**Sizing map**

The bar under the picture is 10 um long.
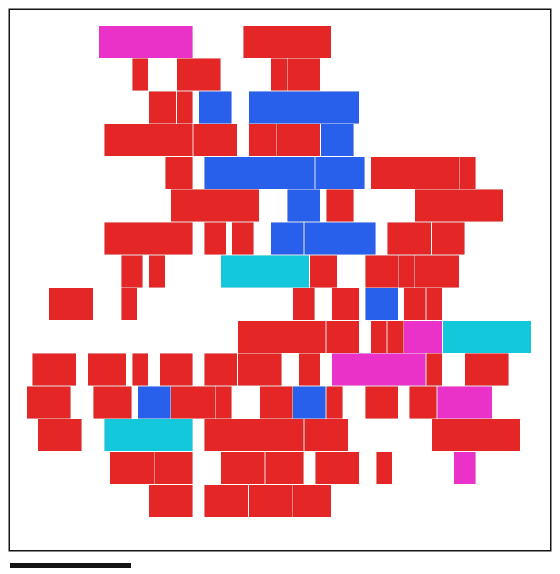
**Clock nets**

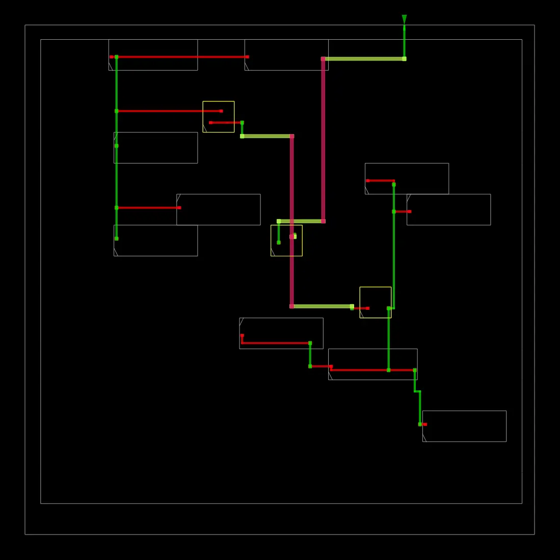
## config.mk

```make
export PLATFORM = sky130hd
export DESIGN_NAME = uart_tx_frame_ctrl_flat
export DESIGN_NICKNAME = d
export VERILOG_FILES = /design/src/rtl/uart_tx_frame_ctrl_pkg.sv /design/src/rtl/uart_tx_frame_ctrl_if.sv /design/src/rtl/uart_tx_parity_calc.sv /design/src/rtl/uart_tx_frame_ctrl.sv /design/src/flat_wrapper.sv
export SDC_FILE = /design/constraint.sdc
export NUM_CORES = 1
export LEC_CHECK = 0
export CELL_PAD_IN_SITES_DETAIL_PLACEMENT = 0
export CELL_PAD_IN_SITES_GLOBAL_PLACEMENT = 1
export CORE_UTILIZATION = 33
export CTS_CLUSTER_SIZE = 24
export DETAILED_ROUTE_END_ITERATION = 16
export PLACE_DENSITY = 0.81
export RECOVER_POWER = 100
export SKIP_CTS_REPAIR_TIMING = 1
export SYNTH_ARGS = -nofsm -noshare
export SYNTH_HDL_FRONTEND = slang
export SYNTH_SLANG_ARGS = --single-unit
export TNS_END_PERCENT = 10
```

## constraint.sdc

```tcl
create_clock -name CLK -period 1.9 [get_ports CLK]
set_input_delay 0.38 -clock CLK [delete_from_list [all_inputs] [get_ports CLK]]
set_output_delay 0.38 -clock CLK [all_outputs]
set_load 0.1 [all_outputs]
```

## src/rtl/uart_tx_frame_ctrl_pkg.sv

```systemverilog
// Shared UART TX definitions: FSM state encoding, parity types, line levels
// and a counter-width helper used by the frame controller.
package uart_tx_frame_ctrl_pkg;

  // Frame controller states
  typedef enum logic [2:0] {
    ST_IDLE   = 3'd0,
    ST_START  = 3'd1,
    ST_DATA   = 3'd2,
    ST_PARITY = 3'd3,
    ST_STOP   = 3'd4
  } state_e;

  // Parity type selector values
  localparam logic PAR_EVEN = 1'b0;
  localparam logic PAR_ODD  = 1'b1;

  // Serial line levels
  localparam logic LINE_IDLE = 1'b1;
  localparam logic START_BIT = 1'b0;

  // Counter width for a count of n states; never narrower than one bit
  function automatic int unsigned cnt_width(input int unsigned n);
    return (n > 1) ? $clog2(n) : 1;
  endfunction

endpackage

```

## src/rtl/uart_tx_frame_ctrl_if.sv

```systemverilog
// Handshake/serial bundle between the word source, the TX serializer and the
// frame controller.
//   master : drives Data, Data_valid, PAR_EN, PAR_TYP, Ser_data;
//            observes Ser_load, Ser_EN, TX_OUT, Busy
//   slave  : the frame controller (mirror of master)
interface uart_tx_frame_ctrl_if #(
  parameter int unsigned WIDTH = 8
);

  logic [WIDTH-1:0] Data;
  logic             Data_valid;
  logic             PAR_EN;
  logic             PAR_TYP;
  logic             Ser_data;
  logic             Ser_load;
  logic             Ser_EN;
  logic             TX_OUT;
  logic             Busy;

  modport master (
    output Data, Data_valid, PAR_EN, PAR_TYP, Ser_data,
    input  Ser_load, Ser_EN, TX_OUT, Busy
  );

  modport slave (
    input  Data, Data_valid, PAR_EN, PAR_TYP, Ser_data,
    output Ser_load, Ser_EN, TX_OUT, Busy
  );

endinterface

```

## src/rtl/uart_tx_parity_calc.sv

```systemverilog
// Combinational parity bit generator.
//   data    : word to protect (WIDTH bits)
//   par_typ : PAR_EVEN / PAR_ODD
//   par_bit : bit that makes the total count of ones even or odd
module uart_tx_parity_calc
  import uart_tx_frame_ctrl_pkg::*;
#(
  parameter int unsigned WIDTH = 8
) (
  input  logic [WIDTH-1:0] data,
  input  logic             par_typ,
  output logic             par_bit
);

  // Even parity is the plain XOR reduction; odd parity inverts it
  assign par_bit = (par_typ == PAR_EVEN) ? (^data) : ~(^data);

endmodule

```

## src/rtl/uart_tx_frame_ctrl.sv

```systemverilog
// UART TX frame controller. Loads and paces the downstream serializer and
// builds the line frame: start bit, WIDTH data bits LSB-first, optional
// parity bit, STOP_BITS stop bits. One CLK cycle is one bit period.
//   CLK   : baud clock
//   Reset : synchronous, active-high
//   bus   : slave side of uart_tx_frame_ctrl_if
//           Ser_load, Ser_EN, Busy are state/request decodes;
//           TX_OUT is registered and lags the state by one cycle
module uart_tx_frame_ctrl
  import uart_tx_frame_ctrl_pkg::*;
#(
  parameter int unsigned WIDTH     = 8,
  parameter int unsigned STOP_BITS = 1
) (
  input  logic                 CLK,
  input  logic                 Reset,
  uart_tx_frame_ctrl_if.slave  bus
);

  localparam int unsigned BIT_W = cnt_width(WIDTH);
  localparam int unsigned SC_W  = cnt_width(STOP_BITS);

  localparam logic [BIT_W-1:0] BIT_LAST  = BIT_W'(WIDTH - 1);
  localparam logic [SC_W-1:0]  STOP_LAST = SC_W'(STOP_BITS - 1);

  state_e           state_q, state_d;
  logic [BIT_W-1:0] bit_cnt_q, bit_cnt_d;
  logic [SC_W-1:0]  stop_cnt_q, stop_cnt_d;
  logic             par_bit_q, par_bit_d;
  logic             par_en_q, par_en_d;
  logic             tx_q;
  logic             line_c;
  logic             accept_c;
  logic             ser_en_c;
  logic             busy_c;
  logic             par_calc_c;
  logic             last_stop_c;

  // Parity of the incoming word, latched only at accept
  uart_tx_parity_calc #(
    .WIDTH (WIDTH)
  ) u_parity (
    .data    (bus.Data),
    .par_typ (bus.PAR_TYP),
    .par_bit (par_calc_c)
  );

  assign last_stop_c = (state_q == ST_STOP) && (stop_cnt_q == STOP_LAST);

  // Requests are taken when idle or in the final stop cycle (back-to-back)
  assign accept_c = bus.Data_valid && ((state_q == ST_IDLE) || last_stop_c);

  // State, counters, latched config and the line register
  always_ff @(posedge CLK) begin
    if (Reset) begin
      state_q    <= ST_IDLE;
      bit_cnt_q  <= '0;
      stop_cnt_q <= '0;
      par_bit_q  <= 1'b0;
      par_en_q   <= 1'b0;
      tx_q       <= LINE_IDLE;
    end else begin
      state_q    <= state_d;
      bit_cnt_q  <= bit_cnt_d;
      stop_cnt_q <= stop_cnt_d;
      par_bit_q  <= par_bit_d;
      par_en_q   <= par_en_d;
      tx_q       <= line_c;
    end
  end

  // Next-state, counter updates and state-decoded outputs
  always_comb begin
    state_d    = state_q;
    bit_cnt_d  = bit_cnt_q;
    stop_cnt_d = stop_cnt_q;
    par_bit_d  = par_bit_q;
    par_en_d   = par_en_q;
    line_c     = LINE_IDLE;
    ser_en_c   = 1'b0;
    busy_c     = 1'b0;

    unique case (state_q)
      ST_IDLE: begin
        line_c = LINE_IDLE;
      end
      ST_START: begin
        // First shift here so data bit 0 is on Ser_data in the first DATA cycle
        line_c    = START_BIT;
        ser_en_c  = 1'b1;
        busy_c    = 1'b1;
        bit_cnt_d = '0;
        state_d   = ST_DATA;
      end
      ST_DATA: begin
        line_c = bus.Ser_data;
        busy_c = 1'b1;
        if (bit_cnt_q == BIT_LAST) begin
          stop_cnt_d = '0;
          state_d    = par_en_q ? ST_PARITY : ST_STOP;
        end else begin
          // START plus WIDTH-1 data cycles gives exactly WIDTH shifts
          ser_en_c  = 1'b1;
          bit_cnt_d = bit_cnt_q + BIT_W'(1);
        end
      end
      ST_PARITY: begin
        line_c     = par_bit_q;
        busy_c     = 1'b1;
        stop_cnt_d = '0;
        state_d    = ST_STOP;
      end
      ST_STOP: begin
        line_c = LINE_IDLE;
        if (last_stop_c) begin
          state_d = ST_IDLE;
        end else begin
          busy_c     = 1'b1;
          stop_cnt_d = stop_cnt_q + SC_W'(1);
        end
      end
      default: begin
        state_d = ST_IDLE;
      end
    endcase

    // Accept overrides the IDLE/STOP transition and snapshots the config
    if (accept_c) begin
      state_d   = ST_START;
      par_bit_d = par_calc_c;
      par_en_d  = bus.PAR_EN;
    end
  end

  assign bus.Ser_load = accept_c;
  assign bus.Ser_EN   = ser_en_c;
  assign bus.Busy     = busy_c;
  assign bus.TX_OUT   = tx_q;

endmodule

```

## src/flat_wrapper.sv

```systemverilog
// flat-port wrapper written by rule: the top's interface ports become plain ports
module uart_tx_frame_ctrl_flat import uart_tx_frame_ctrl_pkg::*;
#(
  parameter int unsigned WIDTH     = 8,
  parameter int unsigned STOP_BITS = 1
)
  (CLK, Reset, bus_Data, bus_Data_valid, bus_PAR_EN, bus_PAR_TYP, bus_Ser_data, bus_Ser_load, bus_Ser_EN, bus_TX_OUT, bus_Busy);
  uart_tx_frame_ctrl_if #(.WIDTH(WIDTH)) bus_i ();
  input  logic CLK;
  input  logic Reset;
  input wire logic [$bits(bus_i.Data)-1:0] bus_Data;
  input wire logic [$bits(bus_i.Data_valid)-1:0] bus_Data_valid;
  input wire logic [$bits(bus_i.PAR_EN)-1:0] bus_PAR_EN;
  input wire logic [$bits(bus_i.PAR_TYP)-1:0] bus_PAR_TYP;
  input wire logic [$bits(bus_i.Ser_data)-1:0] bus_Ser_data;
  output wire logic [$bits(bus_i.Ser_load)-1:0] bus_Ser_load;
  output wire logic [$bits(bus_i.Ser_EN)-1:0] bus_Ser_EN;
  output wire logic [$bits(bus_i.TX_OUT)-1:0] bus_TX_OUT;
  output wire logic [$bits(bus_i.Busy)-1:0] bus_Busy;
  assign bus_i.Data = bus_Data;
  assign bus_i.Data_valid = bus_Data_valid;
  assign bus_i.PAR_EN = bus_PAR_EN;
  assign bus_i.PAR_TYP = bus_PAR_TYP;
  assign bus_i.Ser_data = bus_Ser_data;
  assign bus_Ser_load = bus_i.Ser_load;
  assign bus_Ser_EN = bus_i.Ser_EN;
  assign bus_TX_OUT = bus_i.TX_OUT;
  assign bus_Busy = bus_i.Busy;
  uart_tx_frame_ctrl #(.WIDTH(WIDTH), .STOP_BITS(STOP_BITS)) u_core (.CLK(CLK), .Reset(Reset), .bus(bus_i));
endmodule
```

==> reports/results.ini <==
[logic_synthesis]
ys_cells = 67
ys_types = 31
yosysWarnings = 0
ff_type = dfxtp_1
largest_area_cell = dfxtp_1
syn_inst = 67
ys_async_sr_fraction_pct = 0
syn_area_um2 = 604
ys_area_um2 = 604
avgSynthCellArea_um2 = 9.02
area_leaders = dfxtp_1 33%, mux2i_1 5.0%, xnor2_1 4.3%
synth_top_area_share_pct = 33.1
synth.net_count = 83
synth.most_common_cell = dfxtp_1
ys_seq_share_pct = 33.1
edf_count = 0
top_cells_by_count = 10 x dfxtp_1, 6 x nand2_1, 6 x nor2_1
ys_ff = 10

[placement]
globalplace.congestion = 0.760
dp_slack_ns = -0.0443
place_inst = 109
dp_hpwl_um = 921
portBuffers = 17

[sta]
layout_min_cycle_time_ns = 2.09
setup_violations = 1
setup_tns_ns = -0.188
min_period_over_period_pct = 110
timing.final.ws_setup_ns = -0.188
hold_viol = 0
worst_pin_slew_ns = 0.542
drv_slew = 0
maxSlewHeadroom_pct = 64.0
rsz0062_at_grt = yes
fmax_mhz = 479

[power_and_ir_drop]
p_clk_share_pct = 23.9
leakagePower_nw = 0.342
p_per_area_mw_per_mm2 = 663
ir_worst_vdd_uv = 266
combPwrFrac_pct = 36.8
power_frac_seq_pct = 39.3
p_switching_uw = 198
swShare_pct = 33.3
p_int_uw = 397

[min_path]
hold_start = u_core.par_en_q
min_path_cells = 2
hold_path_end = u_core.par_en_q
hold_path.class = flop to flop

[worst_setup_path]
r2r_start = u_core.bit_cnt_q[0]
start_kind = flop
r2r_cells = 8
critPathTopFamily = simple AND/OR/NAND/NOR gates
crit_arrival_ns = 1.71
required_ns = 1.52
r2r_slack_ns = 0.03
timing.rr.end = u_core.bit_cnt_q[1]
crit_end = bus_Ser_EN
critPathLaunch = u_core.bit_cnt_q[0]
cp_max_fo = 3
cp_num_buf_inv = 1
path_class = flop to output pin
cp_num_cells = 5
cp_slowest_cell = or3b_4
cp_common_cell = ha_4
cpPeakStageDelay_ns = 0.40
end_kind = output pin
cp_cell_sequence = ha_4 > ha_4 > or3b_4 > a21oi_4 > buf_12

[final_layout]
fillCellCount = 176
most-common-layout-cells = 12 x clkdlybuf4s50_1, 8 x dfxtp_1, 6 x nand2_1, 6 x nor2_1, 4 x buf_4
finalNonFillerCells = 113
fin_nets = 106
final_layout_size_suffix_gt1_share_pct = 21.6
final-comb-area_um2 = 404
final_core_util_pct = 52.0
seq_area_um2 = 203
layout.cells.most_common = clkdlybuf4s50_1
diodes = 0

[global_routing]
grt_pass1_wl_um = 2100
first_global_vias = 530
grt_max_degree = 12
grt_use_total_pct = 14.7
antenna_found_initial = 0
globalRoute.totalOverflow = 0

[clock_tree]
clock-sinks = 10
htreeDepth = 1
cts.clk_slew.worst_paths_ns = 0.06
clock_path_buffers = 2
cts_tree = built
cts_root_buf = clkbuf_4

[outcome]
outcome = complete, but fails checks
violations = setup timing

[die]
die_area_mm2 = 0.00201
die_height_um = 44.8
io_pins = 18
fp-row-count = 15
initial_core_util_pct = 35.0
core_mm2 = 0.00173
die_w_um = 44.8

[detailed_routing]
vias_per_cell = 4.83
wl_um = 1250
avgRoutedWirePerCell_um = 11.0
drc = 0
drtIter0Drc = 3
drtPass1Iterations = 4
antenna_left = 0
vias = 546

[run]
log.warning_count = 28
maxCapViolCount = 0

About 'sizing map':
_6 and larger -> cyan  # cells 3, most used buf_12
_2 cells -> magenta  # cells 5, most used dfxtp_2
_3 and _4 cells -> blue  # cells 11, most used buf_4
_0 and _1 cells -> red  # cells 69, most used clkdlybuf4s50_1
bufs w/o clock: 22
post-route cell area: 897 um^2
post-synthesis to final-layout area growth: 48.4%
setup ws final: -0.188 ns

About 'clock nets':
clock buffer count from CTS: 3
clk_buf instances: 3
clk_lat worst skew: 0.26 ns
Worst Skew: 0.00497 ns

[power groups by stage]
stage / clock network, mW / registers (mW) / logic, mW
after floorplan: 0 / 0.239 / 0.135
after global placement: 0 / 0.237 / 0.214
after detailed placement: 0 / 0.238 / 0.216
after CTS: 0.149 / 0.233 / 0.217
after global routing: 0.157 / 0.236 / 0.232
final: 0.142 / 0.234 / 0.219
[tightest hold or removal path: stages, from the launching register on]
cell     delay, ns
dfxtp_1       0.33
nand2_1       0.06
a21oi_1       0.05
[cell families (layout without fill, tap and decap cells)]
kind of cell | count (synthesis) | in the layout | synth area share, %
XOR/XNOR | 6 | 6 | 11.0
AND/OR/NAND/NOR | 27 | 27 | 24.8
flip-flops | 10 | 10 | 33.1
AND-OR/OR-AND | 13 | 13 | 16.8
buffers and inverters | 6 | 27 | 5.18
adder cells (fa/ha/maj) | 2 | 2 | 4.14
multiplexers | 3 | 3 | 4.97
[layout make-up]
class                   count  share of cell area, %
repair buffers             22                   25.5
flip-flops and latches     10                   22.6
well taps                  25                   3.49
clock buffers               3                   2.51
inverters                   2                  0.837
multi-input cells          51                   45.0
[registers in the layout, summed over array words and instances (netlist names)]
name / flops
u_core.bit_cnt_q: 3
u_core.state_q: 3
u_core.bus.TX_OUT: 1
u_core.par_bit_q: 1
u_core.par_en_q: 1
u_core.stop_cnt_q: 1
[metrics by stage]
step	area [um^2]	power [mW]	hold WS, ns
after floorplan	608	0.373	0.450
after global placement	843	0.451	0.464
after detailed placement	843	0.454	0.473
after CTS	866	0.599	0.482
after global routing	897	0.625	0.495
final	897	0.595	0.483
[per-layer routing]
layer  global-route usage, %  vias to the layer above  part of all wire, %
met3                    3.60                        5                  3.1
met1                    16.0                      251                   45
met4                    9.09                        0                  2.3
met2                    25.6                       13                   49
li1                        -                      277                    -
met5                       0                        -                    0
Power and IR drop assume default switching activity.
